**config.mk**
```make
export PLATFORM = sky130hd
export DESIGN_NAME = temp_filter
export DESIGN_NICKNAME = d
export VERILOG_FILES = /design/src/rtl/temp_filter.sv
export SDC_FILE = /design/constraint.sdc
export NUM_CORES = 1
export LEC_CHECK = 0
export CAP_MARGIN = 15
export CORE_MARGIN = 4
export CORE_UTILIZATION = 35
export CTS_CLUSTER_DIAMETER = 120
export DETAILED_ROUTE_END_ITERATION = 10
export PLACE_DENSITY_LB_ADDON = 0.15
export SLEW_MARGIN = 0
export SYNTH_ARGS = -nofsm -noshare
export SYNTH_HDL_FRONTEND = slang
export SYNTH_SLANG_ARGS = --single-unit
export TNS_END_PERCENT = 10
```
**constraint.sdc**
```tcl
create_clock -name clk -period 8 [get_ports clk]
set_input_delay 1.6 -clock clk [delete_from_list [all_inputs] [get_ports clk]]
set_output_delay 1.6 -clock clk [all_outputs]
set_load 0.02 [all_outputs]
```
**src/rtl/temp_filter.sv**
```systemverilog
// Sample conditioning between temp_sensor and tmon_slave: moving average over a
// ring of the last DEPTH readings, running min/max, and a hysteretic hot/cold alarm.
module temp_filter #(
   parameter int DEPTH = 4,
   parameter int HYST  = 2
) (
   input  logic       clk,
   input  logic       rst_n,
   input  logic       tick,
   input  logic [7:0] temp,
   input  logic [7:0] hi_thresh,
   input  logic [7:0] lo_thresh,
   input  logic       clr_minmax,
   output logic [7:0] avg,
   output logic       avg_valid,
   output logic       sample_done,
   output logic [7:0] min_temp,
   output logic [7:0] max_temp,
   output logic       hot,
   output logic       cold
);

   localparam int PW = $clog2(DEPTH);
   localparam int SW = 8 + PW;

   localparam logic [1:0] ST_NORMAL = 2'd0;
   localparam logic [1:0] ST_HOT    = 2'd1;
   localparam logic [1:0] ST_COLD   = 2'd2;

   logic [7:0]    ring_reg [DEPTH];
   logic [PW-1:0] wr_ptr_reg;
   logic [PW:0]   count_reg;
   logic [SW-1:0] sum_reg;
   logic [SW-1:0] sum_next;
   logic          tick_d_reg;
   logic          full;
   logic [7:0]    evicted;

   logic [7:0]    avg_reg;
   logic          avg_valid_reg;
   logic          sample_done_reg;
   logic [7:0]    min_reg;
   logic [7:0]    max_reg;

   logic [1:0]    state_reg;
   logic [1:0]    state_next;
   logic          hot_reg;
   logic          cold_reg;
   logic [8:0]    hi_minus_wide;
   logic [8:0]    lo_plus_wide;
   logic [7:0]    hi_minus;
   logic [7:0]    lo_plus;

   assign full    = (count_reg == (PW+1)'(DEPTH));
   assign evicted = ring_reg[wr_ptr_reg];

   // Once the ring is full the slot about to be overwritten is the oldest sample.
   always_comb begin
      sum_next = sum_reg + SW'(temp);
      if (full) begin
         sum_next = sum_reg + SW'(temp) - SW'(evicted);
      end
   end

   generate
      for (genvar gi = 0; gi < DEPTH; gi++) begin : g_ring
         always_ff @(posedge clk or negedge rst_n) begin
            if (!rst_n) begin
               ring_reg[gi] <= 8'd0;
            end else if (tick && (wr_ptr_reg == PW'(gi))) begin
               ring_reg[gi] <= temp;
            end
         end
      end
   endgenerate

   always_ff @(posedge clk or negedge rst_n) begin
      if (!rst_n) begin
         wr_ptr_reg <= '0;
         count_reg  <= '0;
         sum_reg    <= '0;
         tick_d_reg <= 1'b0;
      end else begin
         tick_d_reg <= tick;
         if (tick) begin
            wr_ptr_reg <= wr_ptr_reg + 1'b1;
            sum_reg    <= sum_next;
            if (!full) begin
               count_reg <= count_reg + 1'b1;
            end
         end
      end
   end

   always_ff @(posedge clk or negedge rst_n) begin
      if (!rst_n) begin
         avg_reg         <= 8'd0;
         avg_valid_reg   <= 1'b0;
         sample_done_reg <= 1'b0;
      end else begin
         sample_done_reg <= tick_d_reg && full;
         if (tick_d_reg && full) begin
            avg_reg       <= sum_reg[SW-1:PW];
            avg_valid_reg <= 1'b1;
         end
      end
   end

   always_ff @(posedge clk or negedge rst_n) begin
      if (!rst_n) begin
         min_reg <= 8'hFF;
         max_reg <= 8'h00;
      end else if (clr_minmax && tick) begin
         min_reg <= temp;
         max_reg <= temp;
      end else if (clr_minmax) begin
         min_reg <= 8'hFF;
         max_reg <= 8'h00;
      end else if (tick) begin
         if (temp < min_reg) min_reg <= temp;
         if (temp > max_reg) max_reg <= temp;
      end
   end

   // Band edges saturate so small thresholds or large HYST never wrap.
   assign hi_minus_wide = {1'b0, hi_thresh} - 9'(HYST);
   assign lo_plus_wide  = {1'b0, lo_thresh} + 9'(HYST);
   assign hi_minus      = hi_minus_wide[8] ? 8'd0   : hi_minus_wide[7:0];
   assign lo_plus       = lo_plus_wide[8]  ? 8'hFF  : lo_plus_wide[7:0];

   always_comb begin
      state_next = state_reg;
      if (sample_done_reg) begin
         case (state_reg)
            ST_NORMAL: begin
               if (avg_reg >= hi_thresh)      state_next = ST_HOT;
               else if (avg_reg <= lo_thresh) state_next = ST_COLD;
            end
            ST_HOT: begin
               if (avg_reg <= lo_thresh)      state_next = ST_COLD;
               else if (avg_reg <= hi_minus)  state_next = ST_NORMAL;
            end
            ST_COLD: begin
               if (avg_reg >= hi_thresh)      state_next = ST_HOT;
               else if (avg_reg >= lo_plus)   state_next = ST_NORMAL;
            end
            default: state_next = ST_NORMAL;
         endcase
      end
   end

   always_ff @(posedge clk or negedge rst_n) begin
      if (!rst_n) begin
         state_reg <= ST_NORMAL;
         hot_reg   <= 1'b0;
         cold_reg  <= 1'b0;
      end else begin
         state_reg <= state_next;
         hot_reg   <= (state_next == ST_HOT);
         cold_reg  <= (state_next == ST_COLD);
      end
   end

   assign avg         = avg_reg;
   assign avg_valid   = avg_valid_reg;
   assign sample_done = sample_done_reg;
   assign min_temp    = min_reg;
   assign max_temp    = max_reg;
   assign hot         = hot_reg;
   assign cold        = cold_reg;

endmodule

```
Run 1, a small window of the routed layout:
Window x 41 to 91, y 67 to 117 um. Cells in grey, sequential cells in the stronger grey; small squares are vias.
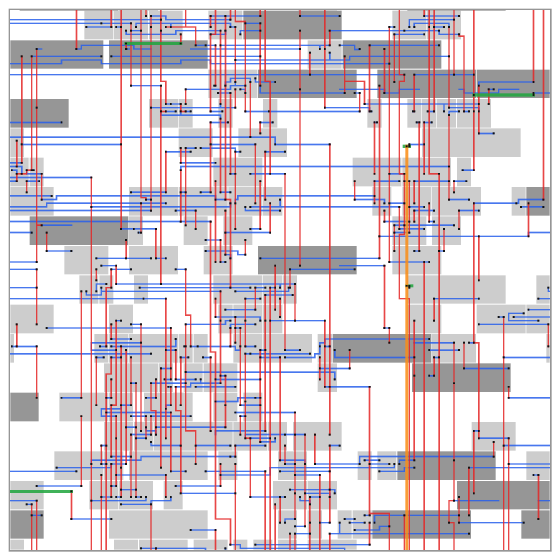
colour	layer
green	metal 3
blue	metal 1
orange	metal 4
red	metal 2
netlist names of flops here include	max_temp (6), sum_reg (5), avg (2)
sequential cells in the window	15
cells with their middle in the window	118
most frequent	ha_1 (18), inv_1 (16), dfrtp_1 (13)

Run 1, PDN straps and rails:
Scale: 4 px per um. Pins as bars on the die edge.
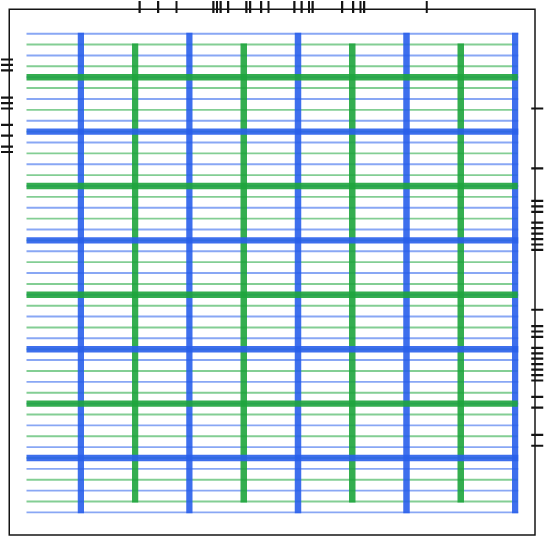
colour	net
blue	VSS
green	VDD
signal pins	56
met4 straps	9
rows	44
met5 straps	8
Die Wd: 131 um
Die Y: 131 um
core area: 14700 sq um
Max VDD drop: 204 uV

Run 1, cell sizes after repair:
Scale: 2 px per um.
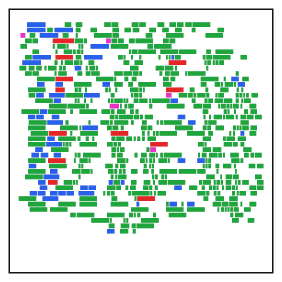
colour	size	cells
red	_6 and larger	12
magenta	_3 and _4 cells	5
green	_0 and _1 cells	514
blue	_2 cells	58
Setup WS post-layout: 3300 ps
Synth-to-Final Area Change: 20.1%
Non-Clock Buffer Count: 56

==> flow_metrics.env, run 1 <==
# yosys + openroad results
export IMPL_ys_area_sq_um=5300
export IMPL_cp_top_family="AND-OR/OR-AND gates"
export IMPL_p_comb_share_pct=55.8
export IMPL_met2_length_mm=5.85
export IMPL_tool_warnings=30
export IMPL_postSynthSeqShare_pct=37.0
export IMPL_nets=685
export IMPL_clock_sinks=78
export IMPL_ys_cells=525
export IMPL_crit_chain="clkdlybuf4s50_1 > inv_1 > fa_1 > inv_1 > ha_1 > nor2b_4 > o31a_1 > o31a_1 > o311a_1 > nor4_1 > o21ai_1 > xnor2_1"
export IMPL_routedWlPerCell_um=15.8
export IMPL_critPathMaxFanout=6
export IMPL_cp_depth=12
export IMPL_place_gp_congestion=0.805
export IMPL_layout_area_comb_sq_um=3090
export IMPL_cts_tree="yes"
export IMPL_top_layer="met4"
export IMPL_finalHoldViolCount=0
export IMPL_drtAntennaViolNets=0
export IMPL_r2r_setup_slack_ps=4640
export IMPL_antenna_found_initial=0
export IMPL_met1_length_mm=5.75
export IMPL_synthDistinctLibCells=53
export IMPL_grt_pass1_vias=4143
export IMPL_status="completed"
export IMPL_p_leak_uw=0.00292
export IMPL_rr_endpoint="sum_reg[9]$_DFFE_PN0P_"
export IMPL_core_util_floorplan_pct=36.0
export IMPL_wirelength_mm=12.2
export IMPL_pin_count=56
export IMPL_synthCells=525
export IMPL_crit_reg2reg_launch="wr_ptr_reg[0]$_DFFE_PN0P_"
export IMPL_power_frac_clock_pct=15.9
export IMPL_rows=44
export IMPL_dp_hpwl_mm=9.19
export IMPL_period_used_pct=58.8
export IMPL_cp_slowest_stage_delay_ps=650
export IMPL_cts_root_buf="clkbuf_16"
export IMPL_grt_pass1_wl_mm=20.3
export IMPL_stdcell_count=773
export IMPL_compound_area_share_pct=16.4
export IMPL_overflow=0
export IMPL_p_switching_uw=1050
export IMPL_dr_total_vias=4047
export IMPL_ctsHoldBuffers=0
export IMPL_power_total_uw=2600
export IMPL_fin_worst_skew_ps=7.92
export IMPL_cp_arrival_ps=4920
export IMPL_critical_path_class="in2reg"
export IMPL_dp_cells=757
export IMPL_critPathBufInv=3
export IMPL_setup_tns_final_ps=0
export IMPL_ctsLongestPathBuffers=2
export IMPL_clock_latency_ps=330
export IMPL_p_seq_share_pct=28.3
export IMPL_numCtsBuffers=9
export IMPL_min_period_ps=4700
export IMPL_ys_warn_count=0
export IMPL_largest_register_ffs=32
export IMPL_start_kind="primary input"
export IMPL_reg2reg_depth=10
export IMPL_stdcell_area_sq_um=6360
export IMPL_worst_path_max_delay_cell="fa_1"
export IMPL_io_buffers=55
export IMPL_die_area_sq_um=17200
export IMPL_setup_viol=0
export IMPL_hold_slack_ps=471
export IMPL_dr_wl_met3_um=395
export IMPL_hold_start="avg_valid$_DFFE_PN0P_"
export IMPL_crit_path_end_kind="flip-flop"
export IMPL_rsz0062_at_grt="no"
export IMPL_edf_count=0
export IMPL_ff_type="dfrtp_1"
export IMPL_ys_sh_xor_pct=2.98
export IMPL_top_logic_kind="adder cells"
export IMPL_ys_ff=78
export IMPL_drc=0
export IMPL_worstHoldPathCells=1
export IMPL_cts_setup_buffers=0
export IMPL_dpl_cell_area_sq_um=6050
export IMPL_syn_num_nets=626
export IMPL_dr_first_iter_drc_count=98
export IMPL_p_int_uw=1560
export IMPL_synth_avg_cell_area_sq_um=10.1
export IMPL_utilization_pct=43.3
export IMPL_worstHoldPathType="reg2reg"
export IMPL_min_to="avg_valid$_DFFE_PN0P_"
export IMPL_grt_max_degree=79
export IMPL_async_flop_share_pct=100
export IMPL_ys_sh_simple_pct=10.5
export IMPL_tightest_slew_ps=967
export IMPL_required_ps=8220
export IMPL_fmax_mhz=213
export IMPL_grt_usage_pct=15.0
export IMPL_drive_gt1_share_pct=12.7
export IMPL_power_density_nw_per_um2=409
export IMPL_slew_violations=0
export IMPL_dr_pass1_iters=4
export IMPL_fill_cells=1419
export IMPL_htreeDepth=3
export IMPL_n_antenna_cell=0
export IMPL_path_clk_slew_ps=60
export IMPL_swShare_pct=40.2
export IMPL_max_cap_viol_count=0
export IMPL_adder_share_pct=17.5
export IMPL_synth_area_sq_um=5300
export IMPL_relSlewSlack_pct=35.6
export IMPL_cts_resized=0
export IMPL_vias_per_cell=5.24
export IMPL_regArea_sq_um=1960
export IMPL_place_ws_ps=2960
-- run 1: cells in the mapped netlist (2+ instances only) --
| cell type | count | area, sq um |
|---|---|---|
| and4_1 | 2 | 17.5 |
| a31oi_1 | 2 | 12.5 |
| ha_1 | 71 | 888 |
| nand2b_1 | 5 | 31.3 |
| xnor2_1 | 15 | 131 |
| dfrtp_1 | 70 | 1750 |
| o21ai_0 | 30 | 150 |
| dfstp_2 | 8 | 210 |
| a211oi_1 | 4 | 30.0 |
| a2111oi_0 | 2 | 17.5 |
| a21oi_1 | 32 | 160 |
| nand4_1 | 3 | 18.8 |
| or2_2 | 3 | 18.8 |
| xor2_1 | 3 | 26.3 |
| a41oi_1 | 2 | 17.5 |
| nand3_1 | 11 | 55.1 |
| o31a_1 | 5 | 43.8 |
| o21a_1 | 10 | 75.1 |
| o21ai_1 | 2 | 10.0 |
| a311oi_1 | 2 | 17.5 |
| nor2b_1 | 7 | 43.8 |
| a21o_1 | 10 | 75.1 |
| nor3_1 | 13 | 65.1 |
| fa_1 | 2 | 40.0 |
| a22o_1 | 8 | 70.1 |
| nor2_1 | 32 | 120 |
| mux4_2 | 8 | 180 |
| o22a_1 | 8 | 70.1 |
| clkbuf_1 | 8 | 30.0 |
| inv_1 | 57 | 214 |
| and2_1 | 2 | 12.5 |
| mux2_2 | 35 | 394 |
| nand2_1 | 33 | 124 |
-- run 1: final cells by class --
cell class,instances,share of cell area [%]
multi-input combinational,382,48.6
tap,184,3.62
inverter,57,3.36
clock inverter,5,0.904
clock buffer,11,3.97
sequential,78,30.8
timing repair buffer,56,8.73
-- run 1: how the worst max path moves through the flow --
stage | from | end
final | temp[1] | sum_reg[9]$_DFFE_PN0P_
after global routing | temp[1] | sum_reg[9]$_DFFE_PN0P_
after CTS | temp[1] | sum_reg[9]$_DFFE_PN0P_
after detailed placement | temp[1] | sum_reg[9]$_DFFE_PN0P_
after global placement | temp[1] | sum_reg[9]$_DFFE_PN0P_
after floorplan | temp[0] | sum_reg[9]$_DFFE_PN0P_
-- run 1: cell families (layout without fill, tap and decap cells) --
logic type      count (synthesis)  in the layout
buf+inv                        65            129
fa+ha+maj                      73             73
mux                            44             44
compound gates                130            130
flops                          78             78
simple gates                  117            117
xor+xnor                       18             18
-- run 1: per-layer routing --
metal,vias up,track usage (%)
li1,2016,-
met1,1948,20.0
met2,68,24.8
met3,15,2.40
met4,0,5.32
met5,-,0
-- run 1: layout by cell type, fill, tap and decap left out, types with 7 or more instances in the layout --
master,Yosys,final
o22a_1,8,8
o21ai_0,30,30
mux2_2,35,35
nor2b_1,7,7
nand2_1,33,33
a22o_1,8,8
dfrtp_1,70,70
inv_1,57,57
xnor2_1,15,15
ha_1,71,71
dfstp_2,8,8
mux4_2,8,8
clkdlybuf4s50_1,0,54
nor2_1,32,32
a21o_1,10,10
clkbuf_16,0,9
nand3_1,11,11
a21oi_1,32,32
o21a_1,10,10
nor3_1,13,13
-- run 1: power groups by stage --
stage               Clock [uW]  Combinational, uW  Sequential, uW
floorplan                    0               1060             730
global placement             0               1410             739
detailed placement           0               1460             746
CTS                        428               1470             740
global route               444               1630             766
finish                     415               1450             737
==> run 1 -> run 2 <==
==> constraint.sdc (replaced) <==
create_clock -name clk -period 4.7 [get_ports clk]
set_input_delay 0.94 -clock clk [delete_from_list [all_inputs] [get_ports clk]]
set_output_delay 0.94 -clock clk [all_outputs]
set_load 0.02 [all_outputs]
Run 2, placed standard cells:
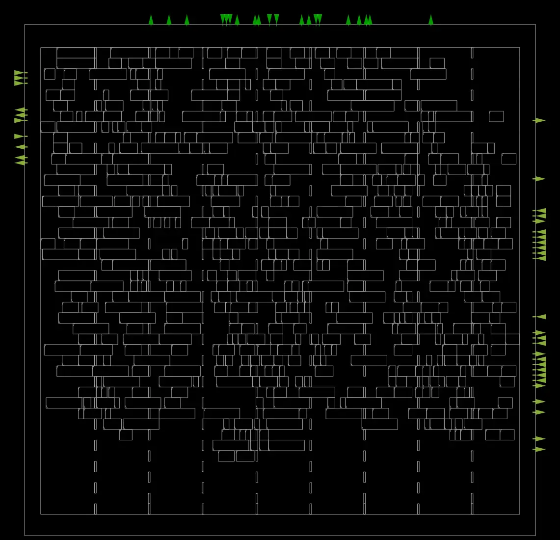
standard-cell rows: 44
flop count: 78
utilization after layout: 43.5%
Final Non-Filler Cells: 779
num tapcells: 184

==> run 2 against run 1 <==
Net effect:
- largest cell class unchanged
- synthesized area did not move
- register-to-register slack got worse by 3300 ps
- setup slack got worse by 2600 ps
==> flow_metrics.env, run 2 <==
# yosys + openroad results
export IMPL_status="completed"
export IMPL_stdcell_area_sq_um=6400
export IMPL_synthDistinctLibCells=53
export IMPL_synth_avg_cell_area_sq_um=10.1
export IMPL_setup_viol=0
export IMPL_start_kind="primary input"
export IMPL_synth_area_sq_um=5300
export IMPL_cts_root_buf="clkbuf_16"
export IMPL_cts_resized=0
export IMPL_cp_arrival_ps=4220
export IMPL_cts_setup_buffers=0
export IMPL_ys_cells=525
export IMPL_tool_warnings=30
export IMPL_crit_reg2reg_launch="wr_ptr_reg[0]$_DFFE_PN0P_"
export IMPL_ctsHoldBuffers=0
export IMPL_fp_dieH_um=131
export IMPL_rr_endpoint="sum_reg[9]$_DFFE_PN0P_"
export IMPL_startpoint="temp[1]"
export IMPL_grt_max_degree=79
export IMPL_io_buffers=55
export IMPL_drc=0
export IMPL_synthCells=525
export IMPL_fmax_mhz=251
export IMPL_worst_path_max_delay_cell="fa_1"
export IMPL_postSynthSeqShare_pct=37.0
export IMPL_async_flop_share_pct=100
export IMPL_largest_register_ffs=32
export IMPL_wirelength_mm=12.7
export IMPL_relSlewSlack_pct=33.9
export IMPL_cts_tree="yes"
export IMPL_syn_num_nets=626
export IMPL_layout_top_cell="ha_1"
export IMPL_htreeDepth=3
export IMPL_grt_pass1_vias=4128
export IMPL_dp_hpwl_mm=9.71
export IMPL_common_cells="71 x ha_1, 70 x dfrtp_1, 57 x inv_1"
export IMPL_p_int_uw=2630
export IMPL_critical_path_class="in2reg"
export IMPL_antenna_found_initial=0
export IMPL_slew_violations=0
export IMPL_min_period_ps=3990
export IMPL_ff_type="dfrtp_1"
export IMPL_tightest_slew_ps=991
export IMPL_grt_usage_pct=15.7
export IMPL_nets=691
export IMPL_worstHoldPathType="reg2reg"
export IMPL_dpl_cell_area_sq_um=6100
export IMPL_p_comb_share_pct=56.0
export IMPL_max_cap_viol_count=0
export IMPL_worstSetupEndpoint="sum_reg[9]$_DFFE_PN0P_"
export IMPL_most_common_cell="ha_1"
export IMPL_final_cell_mix="71 x ha_1, 70 x dfrtp_1, 57 x inv_1"
export IMPL_area_growth_pct=20.7
export IMPL_fin_worst_skew_ps=9.02
export IMPL_p_switching_uw=1810
export IMPL_fill_cells=1458
export IMPL_ys_ff=78
export IMPL_dr_pass1_iters=4
export IMPL_reg2reg_depth=10
export IMPL_cp_slowest_stage_delay_ps=630
export IMPL_yosysTopAreaCellShare_pct=33.1
export IMPL_vias_per_cell=5.26
export IMPL_power_frac_clock_pct=15.7
export IMPL_pin_count=56
export IMPL_die_area_sq_um=17200
export IMPL_dr_first_iter_drc_count=153
export IMPL_grt_pass1_wl_mm=20.7
export IMPL_numCtsBuffers=9
export IMPL_critPathBufInv=3
export IMPL_core_area_sq_um=14700
export IMPL_rsz0062_at_grt="no"
export IMPL_clock_latency_ps=350
export IMPL_finalHoldViolCount=0
export IMPL_path_clk_slew_ps=60
export IMPL_r2r_setup_slack_ps=1380
export IMPL_p_leak_uw=0.00294
export IMPL_drive_gt1_share_pct=13.6
export IMPL_crit_path_end_kind="flip-flop"
export IMPL_dr_total_vias=4095
export IMPL_period_used_pct=84.9
export IMPL_overflow=0
export IMPL_routedWlPerCell_um=16.4
export IMPL_p_seq_share_pct=28.3
export IMPL_critPathMaxFanout=6
export IMPL_crit_chain="clkdlybuf4s50_1 > inv_1 > fa_1 > inv_1 > ha_1 > nor2b_4 > o31a_1 > o31a_1 > o311a_1 > nor4_1 > o21ai_1 > xnor2_1"
export IMPL_power_density_nw_per_um2=694
export IMPL_drtAntennaViolNets=0
export IMPL_edf_count=0
export IMPL_ys_warn_count=0
export IMPL_cp_depth=12
export IMPL_swShare_pct=40.7
export IMPL_setup_tns_final_ps=0
export IMPL_n_antenna_cell=0
export IMPL_top_cells_by_area="dfrtp_1 33%, ha_1 17%, mux2_2 7.4%"
export IMPL_chipWidth_um=131
export IMPL_cp_top_family="AND-OR/OR-AND gates"
export IMPL_clock_sinks=78
export IMPL_synth_top_cell_by_area="dfrtp_1"
export IMPL_ys_area_sq_um=5300
export IMPL_place_gp_congestion=0.809
export IMPL_ctsLongestPathBuffers=2
export IMPL_core_util_floorplan_pct=36.0
export IMPL_required_ps=4940
Run 2, PDN straps and rails:
Scale: 4 px per um. Pins as bars on the die edge.
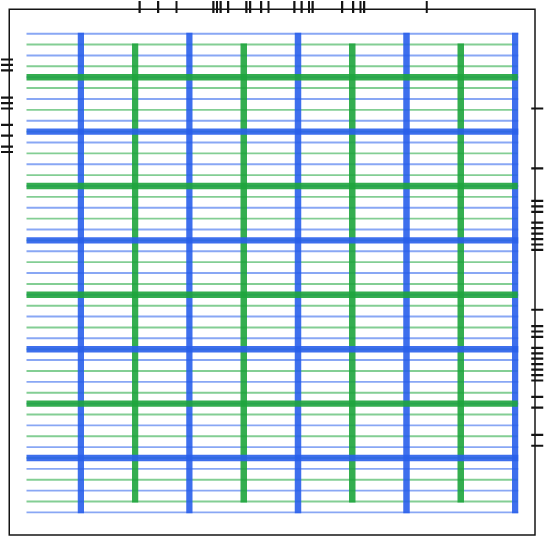
colour	net
green	VDD
blue	VSS
signal pins	56
met5 straps	8
met1 rails	45
rows	44
met4 straps	9
Max VDD drop: 352 uV

[run 2: layer usage]
layer | vias up | global-route usage [%] | wire, um
met2 | 62 | 25.9 | 6020
met3 | 20 | 2.68 | 402
met1 | 1984 | 19.9 | 5950
met4 | 0 | 7.44 | 376
li1 | 2029 | - | -
met5 | - | 0 | 0
[run 2: worst min path at each step]
stage,startpoint,slack (ps),cells past startpoint,end
finish,ring_reg[24]$_DFFE_PN0P_,470,2,ring_reg[24]$_DFFE_PN0P_
global route,avg_valid$_DFFE_PN0P_,500,1,avg_valid$_DFFE_PN0P_
CTS,ring_reg[24]$_DFFE_PN0P_,480,2,ring_reg[24]$_DFFE_PN0P_
detailed placement,avg_valid$_DFFE_PN0P_,470,1,avg_valid$_DFFE_PN0P_
global placement,avg_valid$_DFFE_PN0P_,460,1,avg_valid$_DFFE_PN0P_
floorplan,sum_reg[9]$_DFFE_PN0P_,440,1,sum_reg[9]$_DFFE_PN0P_
[run 2: cells by family (layout without fill, tap and decap cells)]
kind of cell	Yosys count	count (layout)	share of synthesized area (%)
DFF	78	78	37.0
buffers and inverters	65	135	4.60
AOI/OAI and AO/OA	130	130	16.4
xor gates and xnor gates	18	18	2.98
and+or+nand+nor	117	117	10.5
muxes	44	44	11.0
adders and majority gates	73	73	17.5
[run 2: power groups by stage]
| stage | Clock, uW | Combinational (uW) | Sequential, uW |
|---|---|---|---|
| 2_1_floorplan | 0 | 1810 | 1240 |
| 3_3_place_gp | 0 | 2410 | 1260 |
| 3_5_place_dp | 0 | 2490 | 1270 |
| 4_1_cts | 719 | 2500 | 1260 |
| 5_1_grt | 751 | 2780 | 1300 |
| 6_report | 697 | 2480 | 1260 |
[run 2: cell type report]
type	count	area [sq um]	area share, %
clock inverter	7	71.3	1.12
tap	184	230	3.60
multi-input combinational	382	3090	48.4
clock buffer	9	225	3.52
inverter	57	214	3.35
timing repair buffer	62	601	9.39
sequential	78	1960	30.7
[run 2: through the flow]
step                      std cells  power, uW  hold WS (ps)  setup WS [ps]  utilization [%]
final                           779       4440           474            712             43.5
after global routing            779       4830           499            609             43.5
after CTS                       779       4480           483            703             43.5
after detailed placement        763       3760           465            345             41.5
after global placement          763       3670           455            377             41.5
after floorplan                 525       3050           443           1160                -
[run 2: worst reg2reg max path, delay by kind of cell, from the launching register on]
family / cells / cell delay [ps]
XOR/XNOR: 1 / 140
adder cells (fa/ha/maj): 1 / 220
AND-OR/OR-AND: 4 / 1010
buffers and inverters: 1 / 80
AND/OR/NAND/NOR: 2 / 360
multiplexers: 1 / 620
flip-flops: 1 / 780
==> run 2 -> run 3 <==
==> constraint.sdc (replaced) <==
create_clock -name clk -period 4.05 [get_ports clk]
set_input_delay 0.81 -clock clk [delete_from_list [all_inputs] [get_ports clk]]
set_output_delay 0.81 -clock clk [all_outputs]
set_load 0.02 [all_outputs]
Run 3, a small window of the routed layout:
Window x 41 to 91, y 67 to 117 um. Cells in grey, sequential cells in the stronger grey; small squares are vias.
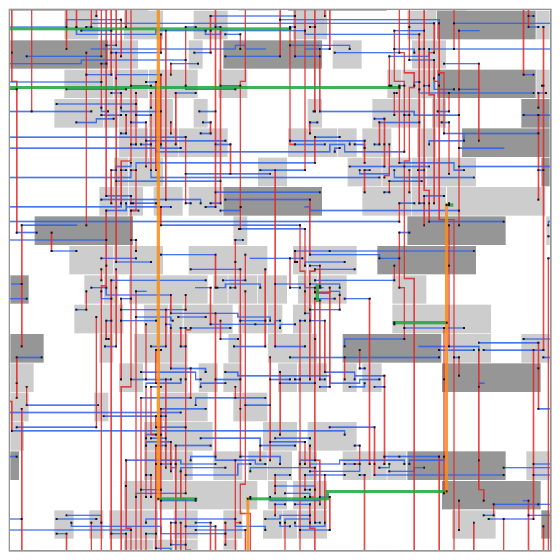
colour	layer
green	metal 3
orange	metal 4
red	metal 2
blue	metal 1
sequential cells in the window	13
netlist names of flops here include	max_temp (6), sum_reg (4), avg (2)
cells with their middle in the window	126
most frequent	ha_1 (18), inv_1 (16), dfrtp_1 (13)

==> run 3 against run 2 <==
Net effect:
- clock skew about the same
- worst hold slack worse by 7.2 ps
- sequential cell count unchanged
- sequential share of layout area down 0.46 points
- non-clock buffer count up 11
- setup slack worse by 350 ps
- first-iteration DRC count down 12%
- die size unchanged
- register-to-register slack worse by 480 ps
- synthesized cell count unchanged
- core utilization up 0.66 points
- clock-buffer cell count up 2
==> flow_metrics.env, run 3 <==
# yosys + openroad results
export IMPL_crit_reg2reg_launch="wr_ptr_reg[0]$_DFFE_PN0P_"
export IMPL_common_cells="71 x ha_1, 70 x dfrtp_1, 57 x inv_1"
export IMPL_vias_per_cell=5.14
export IMPL_ctsLongestPathBuffers=2
export IMPL_grt_max_degree=79
export IMPL_chipWidth_um=131
export IMPL_drc=0
export IMPL_async_flop_share_pct=100
export IMPL_ff_type="dfrtp_1"
export IMPL_synthCells=525
export IMPL_cts_tree="yes"
export IMPL_htreeDepth=3
export IMPL_drtAntennaViolNets=0
export IMPL_dr_total_vias=4063
export IMPL_nets=702
export IMPL_drive_gt1_share_pct=15.2
export IMPL_cts_resized=0
export IMPL_power_density_nw_per_um2=814
export IMPL_routedWlPerCell_um=16.1
export IMPL_overflow=0
export IMPL_hold_start="avg_valid$_DFFE_PN0P_"
export IMPL_slew_violations=0
export IMPL_met1_length_mm=5.72
export IMPL_ys_cells=525
export IMPL_dr_wl_met3_um=521
export IMPL_start_kind="primary input"
export IMPL_stdcell_count=790
export IMPL_pin_count=56
export IMPL_ctsHoldBuffers=0
export IMPL_synth_avg_cell_area_sq_um=10.1
export IMPL_relSlewSlack_pct=33.9
export IMPL_critical_path_class="in2reg"
export IMPL_worst_path_max_delay_cell="clkdlybuf4s50_1"
export IMPL_critPathBufInv=2
export IMPL_worstHoldPathType="reg2reg"
export IMPL_layout_area_comb_sq_um=3090
export IMPL_dr_pass1_iters=4
export IMPL_fin_worst_skew_ps=8.72
export IMPL_synth_top_cell_by_area="dfrtp_1"
export IMPL_rows=44
export IMPL_crit_chain="clkdlybuf4s50_1 > ha_1 > inv_1 > fa_1 > nor2b_1 > o31a_1 > o21a_1 > nor2_1 > xnor2_1 > ha_1 > or2_2 > o311a_1 > nor4_1 > o21ai_1 > xnor2_1"
export IMPL_die_area_sq_um=17200
export IMPL_crit_path_end_kind="flip-flop"
export IMPL_period_used_pct=91.0
export IMPL_ir_drop_uv=359
export IMPL_most_common_cell="ha_1"
export IMPL_ys_area_sq_um=5300
export IMPL_dr_first_iter_drc_count=135
export IMPL_fp_dieH_um=131
export IMPL_syn_num_nets=626
export IMPL_ys_warn_count=0
export IMPL_final_cell_mix="71 x ha_1, 70 x dfrtp_1, 57 x inv_1"
export IMPL_regArea_sq_um=1960
export IMPL_clock_sinks=78
export IMPL_min_period_ps=3690
export IMPL_top_layer="met4"
export IMPL_required_ps=4270
export IMPL_path_clk_slew_ps=60
export IMPL_io_buffers=55
export IMPL_fill_cells=1419
export IMPL_rsz0062_at_grt="no"
export IMPL_status="completed"
export IMPL_cts_setup_buffers=0
export IMPL_grt_usage_pct=15.9
export IMPL_critPathMaxFanout=3
export IMPL_synth_area_sq_um=5300
Run 3, cell sizes after repair:
Scale: 2 px per um.
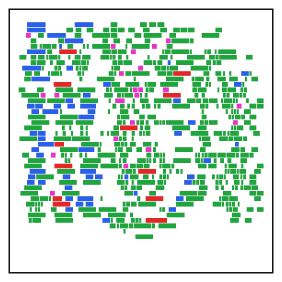
colour	size	cells
magenta	_3 and _4 cells	22
red	_6 and larger	12
blue	_2 cells	58
green	_0 and _1 cells	514
Setup WS post-layout: 363 ps
Non-Clock Buffer Count: 73

run 3: cell counts after synthesis:
Identical to the previous run, type by type.
run 3: stage by stage:
step                      hold slack, ps  area (sq um)  power (uW)
final                                467          6490        5290
after global routing                 507          6490        5800
after CTS                            472          6490        5340
after detailed placement             460          6180        4480
after global placement               454          6180        4370
after floorplan                      443          5300        3550
run 3: worst paths after layout:
path                                           endpoint  slack (ps)  cells past startpoint
worst max-delay path             sum_reg[9]$_DFFE_PN0P_         360                     15
worst min-delay path              avg_valid$_DFFE_PN0P_         470                      1
worst max register to register   sum_reg[9]$_DFFE_PN0P_         900                     10
worst min register to register    avg_valid$_DFFE_PN0P_         470                      1
max in group asynchronous            avg[7]$_DFFE_PN0P_        2770                      1
min in group asynchronous       max_temp[0]$_DFFE_PN0P_         650                      1
run 3: logic make-up after synthesis:
group	count (synthesis)	synth area share, %
muxes	44	11.0
AOI/OAI and AO/OA	130	16.4
adders and majority gates	73	17.5
xor gates and xnor gates	18	2.98
and+or+nand+nor	117	10.5
DFF	78	37.0
buffers and inverters	65	4.60
run 3: worst reg2reg max path: stages, from the launching register on:
cell	delay, ps
dfrtp_1	600
mux4_2	620
inv_1	80
ha_1	220
nor2b_4	130
o31a_1	260
o31a_1	280
o311a_1	340
nor4_1	240
o21ai_1	120
xnor2_1	140
run 3: area by class of cell:
class | instances | share of cell area [%]
flip-flops and latches | 78 | 30.2
multi-input cells | 382 | 47.6
inverters | 57 | 3.30
clock buffers | 11 | 3.89
well taps | 184 | 3.55
repair buffers | 73 | 10.5
clock inverters | 5 | 0.886
run 3: where the power goes:
part	total [uW]	switching [uW]	internal, uW	leakage, uW
clock	831	321	511	0.000155
combinational	3010	1490	1520	0.00193
sequential	1440	311	1130	0.000916
run 3: metal layers:
layer	GRT usage, %	up-vias
met1	20.3	1932
met4	5.81	0
met2	27.1	67
met5	0	-
met3	2.44	11
li1	-	2053
No activity file was given, so power comes from the tool's default toggle rates.
